**config.mk**
```make
export PLATFORM = sky130hd
export DESIGN_NAME = lc3_writeback_unit
export DESIGN_NICKNAME = d
export VERILOG_FILES = /design/src/rtl/writeback_pkg.sv /design/src/rtl/lc3_regfile.sv /design/src/rtl/lc3_writeback_unit.sv
export SDC_FILE = /design/constraint.sdc
export NUM_CORES = 1
export LEC_CHECK = 0
export ABC_AREA = 1
export CAP_MARGIN = 40
export CORE_MARGIN = 1
export CORE_UTILIZATION = 50
export CTS_BUF_LIST = sky130_fd_sc_hd__clkbuf_4 sky130_fd_sc_hd__clkbuf_8
export DETAILED_ROUTE_END_ITERATION = 12
export PLACE_DENSITY = 0.82
export SYNTH_ARGS = -nofsm -noshare
export SYNTH_HDL_FRONTEND = slang
export SYNTH_SLANG_ARGS = --single-unit
```
**constraint.sdc**
```tcl
create_clock -name clock -period 1.3 [get_ports clock]
set_input_delay 0.26 -clock clock [delete_from_list [all_inputs] [get_ports clock]]
set_output_delay 0.26 -clock clock [all_outputs]
set_load 0.005 [all_outputs]
```
**src/rtl/writeback_pkg.sv**
```systemverilog
// rtl/writeback_pkg.sv - shared widths, writeback select encoding and NZP helper for the LC3 writeback stage
package writeback_pkg;

    localparam int DATA_W     = 16;
    localparam int REG_ADDR_W = 3;

    typedef enum logic [1:0] {
        WB_ALU = 2'b00,
        WB_MEM = 2'b01,
        WB_PC  = 2'b10,
        WB_NPC = 2'b11
    } wb_sel_t;

    localparam logic [2:0] NZP_N = 3'b100;
    localparam logic [2:0] NZP_Z = 3'b010;
    localparam logic [2:0] NZP_P = 3'b001;

    // Sign bit wins over the zero test so 16'h8000 reports negative.
    function automatic logic [2:0] nzp(input logic [DATA_W-1:0] x);
        logic [2:0] cc;
        if (x[DATA_W-1]) begin
            cc = NZP_N;
        end else if (x == '0) begin
            cc = NZP_Z;
        end else begin
            cc = NZP_P;
        end
        return cc;
    endfunction

endpackage

```
**src/rtl/lc3_regfile.sv**
```systemverilog
// rtl/lc3_regfile.sv - general register file, one write port and two combinational read ports
module lc3_regfile
    import writeback_pkg::*;
#(
    parameter int DW = DATA_W,
    parameter int AW = REG_ADDR_W
) (
    input  logic          clk_i,
    input  logic          rst_n_i,
    input  logic          we_i,
    input  logic [AW-1:0] waddr_i,
    input  logic [DW-1:0] wdata_i,
    input  logic [AW-1:0] raddr1_i,
    input  logic [AW-1:0] raddr2_i,
    output logic [DW-1:0] rdata1_o,
    output logic [DW-1:0] rdata2_o
);

    localparam int NREGS = 1 << AW;

    logic [DW-1:0] regs_q [NREGS];

    always_ff @(posedge clk_i or negedge rst_n_i) begin
        if (!rst_n_i) begin
            for (int i = 0; i < NREGS; i++) begin
                regs_q[i] <= '0;
            end
        end else if (we_i) begin
            regs_q[waddr_i] <= wdata_i;
        end
    end

    // Reads come straight from storage: a register being written shows its old value until the edge.
    assign rdata1_o = regs_q[raddr1_i];
    assign rdata2_o = regs_q[raddr2_i];

endmodule

```
**src/rtl/lc3_writeback_unit.sv**
```systemverilog
// rtl/lc3_writeback_unit.sv - LC3 writeback: result select, register file commit and NZP condition code
module lc3_writeback_unit
    import writeback_pkg::*;
(
    input  logic                  clock,
    input  logic                  reset,
    input  logic                  enable_writeback,
    input  logic [DATA_W-1:0]     aluout,
    input  logic [DATA_W-1:0]     memout,
    input  logic [DATA_W-1:0]     pcout,
    input  logic [DATA_W-1:0]     npc,
    input  logic [REG_ADDR_W-1:0] sr1,
    input  logic [REG_ADDR_W-1:0] sr2,
    input  logic [REG_ADDR_W-1:0] dr,
    input  logic [1:0]            W_control,
    output logic [DATA_W-1:0]     VSR1,
    output logic [DATA_W-1:0]     VSR2,
    output logic [2:0]            psr
);

    wb_sel_t           wb_sel;
    logic [DATA_W-1:0] dr_in;
    logic [2:0]        psr_q;
    logic [2:0]        psr_d;

    assign wb_sel = wb_sel_t'(W_control);

    always_comb begin
        dr_in = aluout;
        unique case (wb_sel)
            WB_ALU: dr_in = aluout;
            WB_MEM: dr_in = memout;
            WB_PC:  dr_in = pcout;
            WB_NPC: dr_in = npc;
            default: dr_in = aluout;
        endcase
    end

    assign psr_d = enable_writeback ? nzp(dr_in) : psr_q;

    always_ff @(posedge clock or negedge reset) begin
        if (!reset) begin
            psr_q <= 3'b000;
        end else begin
            psr_q <= psr_d;
        end
    end

    assign psr = psr_q;

    lc3_regfile #(
        .DW(DATA_W),
        .AW(REG_ADDR_W)
    ) u_regfile (
        .clk_i    (clock),
        .rst_n_i  (reset),
        .we_i     (enable_writeback),
        .waddr_i  (dr),
        .wdata_i  (dr_in),
        .raddr1_i (sr1),
        .raddr2_i (sr2),
        .rdata1_o (VSR1),
        .rdata2_o (VSR2)
    );

endmodule
```
Fig. 1: signal wires on met3
Drawn at 4 px/um. Cells faint in the background.
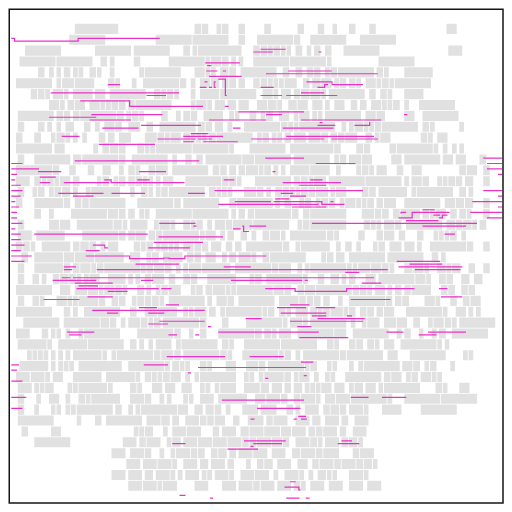
- main direction: horizontal
- longest straight run: 75.0 um
wirelength, routed: 23200 um
met3 global-route usage: 0.0660
total number of vias: 7936

Fig. 2: signal metal coverage by tile
Drawn at 3 px/um. The die is cut into 25 by 25 equal tiles; dark blue is low, red is high, scaled to the fullest tile. Values are wire area over tile area, all layers added.
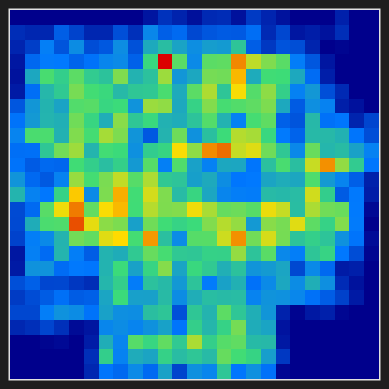
- tiles over half the peak: 23%
- densest ninth of the die: center
- mean over tiles: 0.25

Fig. 3: routing congestion map
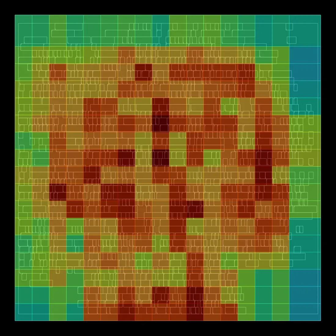
post-DR wirelength/cell: 17.0 um
GRT busiest layer: met2

==> metrics.csv <==
metric,value,unit
overall routing resource usage,0.324,
Worst EP required,1.04,ns
min Tclk post-route,1.92,ns
number of max-cap violations,0,
flop2flop setup slack,0.29,ns
routing usage on met2,0.542,
FF-to-FF End,u_regfile.regs_q[39],
Rows,43,
Sink Count,131,
metal2 WL,11300,um
RSZ-0062 raised after global routing,yes,
initial antenna violation count,1,
largest net degree at the start of global routing,39,
"Avg Cell Area, Syn",7.22,um2
DRT Pass-1 Iters,8,
critical path arrival,1.66,ns
Pwr top,sequential cells,
slowest CP cell,dfrtp_1,
Finished Layout Cells,1360,
chip area in the Yosys report,0.00732,mm2
placed insts,1310,
Setup crit start,u_regfile.regs_q[41],
Leak,4.41,nW
post-route cell area,0.00978,mm2
vias in the first global route,7586,
pre-CTS setup slack,-0.842,ns
CP bufs+invs,2,
Die Ht,123,um
wl on met1,9560,um
CP cell instances,"inv_2, a21oi_2, o21ai_1, o21ai_1, nor2_1, a31oi_1, buf_2",
Layout Skew,0,ns
Synth warnings,0,
chip width,123,um
Final Cycle Share,1.48,
Syn Std Cell Area,0.00732,mm2
"Remaining Overflow, GRT",0,
first-pass GRT wire length,37500,um
max layer used,met4,
CORE AREA,0.0141,mm2
Int Pwr,8.49,mW
CTS tree,done,
Top delay family on crit path,AND-OR/OR-AND gates,
Top cell excl fill/tap,nand2_1,
Post-synth regs,131,
total tool warning count,29,
fraction of layout cells with a size suffix above 1,0.202,
setup violators final,32,
Switching Share,0.331,
Mapped Cells,1014,
Area Overhead vs Synth,33.5,%
detailed-route DRC error count,0,
htree depth,4,
final hold viol count,0,
worst slew pin tran,0.382,ns
Routed met3 length,1750,um
clk pwr,3.85,mW
Worst path depth,7,
Hold WC Path Type,input port to asynchronous set/reset pin,
clock power share,0.303,
Pwr Density,1300,mW/mm2
status,finished with violations,
yosys stat cell total,1014,
Max stage delay on crit path,0.38,ns
buffers added on ports,112,
startpoint types,flip-flop,
Post-synth seq share,0.448,
CP Class,flip-flop to output pin,
clock-pin slew on the worst setup and hold paths,0.08,ns
fin. max-slew vios,0,
initial drt markers,842,
"Power, Total",12.7,mW
Max Fclk,0.520,GHz
Crit path top cell by count,o21ai_1,
Num CTS Buffers,17,
Clock Tree Buf Depth,2,
Synth cell types,19,
combinational cell power,3.34,mW
Worst slew margin,0.745,
clk_lat worst skew,0.47,ns
P_sw,4.20,mW
failing checks,negative setup slack,
worst vdd ir,0.00116,V
Fillers,1129,
GPL Wtd Cong,0.855,
critical path endpoint,VSR1[9],
clock root buffer,clkbuf_8,
reg2reg path depth,5,
drt via density,5.84,
nets@finish,1244,
Final Worst Setup Slack,-0.622,ns
sequential fraction of design power,0.433,
DP HPWL,15200,um
floorplan core density,0.520,
grt met1 use,0.406,
P_seq,5.50,mW
CP Max Fanout,2,
Routed Antenna Nets,0,
origin of the critical flop-to-flop path,u_regfile.regs_q[39],
CP endpoint kind,output pin,
syn_nets,1092,
# IOs,113,
Die ar.,0.0151,mm2
Gate power share,0.263,
Top cells excl fill/tap,"nand2_1, o21ai_0, dfrtp_1",
Placement Cell Area,0.00919,mm2
-- metrics by stage --
stage / hold WS (ns) / utilization / setup TNS, ns
3_3_place_gp: 0.201 / 0.652 / -99.67
6_report: 0.259 / 0.694 / -16.04
5_1_grt: 0.290 / 0.694 / -19.00
4_1_cts: 0.253 / 0.680 / -16.03
2_1_floorplan: -0.0356 / - / -0.983
3_5_place_dp: 0.208 / 0.652 / -104.87
-- final cells by class --
type | count | area, um2 | share of cell area
multi-input combinational | 730 | 3610 | 0.369
sequential | 131 | 3280 | 0.335
timing repair buffer | 210 | 1930 | 0.198
inverter | 76 | 290 | 0.0297
clock buffer | 17 | 234 | 0.0239
tap | 180 | 225 | 0.0230
clock inverter | 15 | 206 | 0.0211
antenna | 1 | 2.50 | 0.000256
-- repair_timing --
item / in CTS / in global routing
hold buffers: 1 / 0
buffers inserted: 9 / 5
pin swaps: 12 / 27
cloned: 1 / 1
hold endpoints to repair: 20 / 0
setup endpoints to repair: 166 / 99
resized: 212 / 54
-- kinds of logic after synthesis --
| kind of cell | Yosys count | synth area share |
|---|---|---|
| compound gates | 384 | 0.279 |
| buf+inv | 154 | 0.0834 |
| flops | 131 | 0.448 |
| simple gates | 345 | 0.190 |
-- state kept, by name, indices dropped and copies added (netlist names) --
register	flops
psr	3
u_regfile.regs_q	128
-- synth_stat cells --
library cell,instances,area share
a21oi_1,64,0.044
a31oi_1,32,0.027
buf_1,8,0.0041
buf_2,11,0.0075
buf_4,1,0.0010
buf_6,2,0.0031
clkbuf_1,56,0.029
dfrtp_1,131,0.45
inv_1,70,0.036
inv_2,6,0.0031
nand2_1,207,0.11
nand3_1,39,0.027
nand4_1,16,0.014
nor2_1,81,0.042
nor2_2,1,0.00085
nor2_4,1,0.0015
o211ai_1,32,0.033
o21ai_0,247,0.17
o21ai_1,9,0.0061
Power and IR drop assume default switching activity.
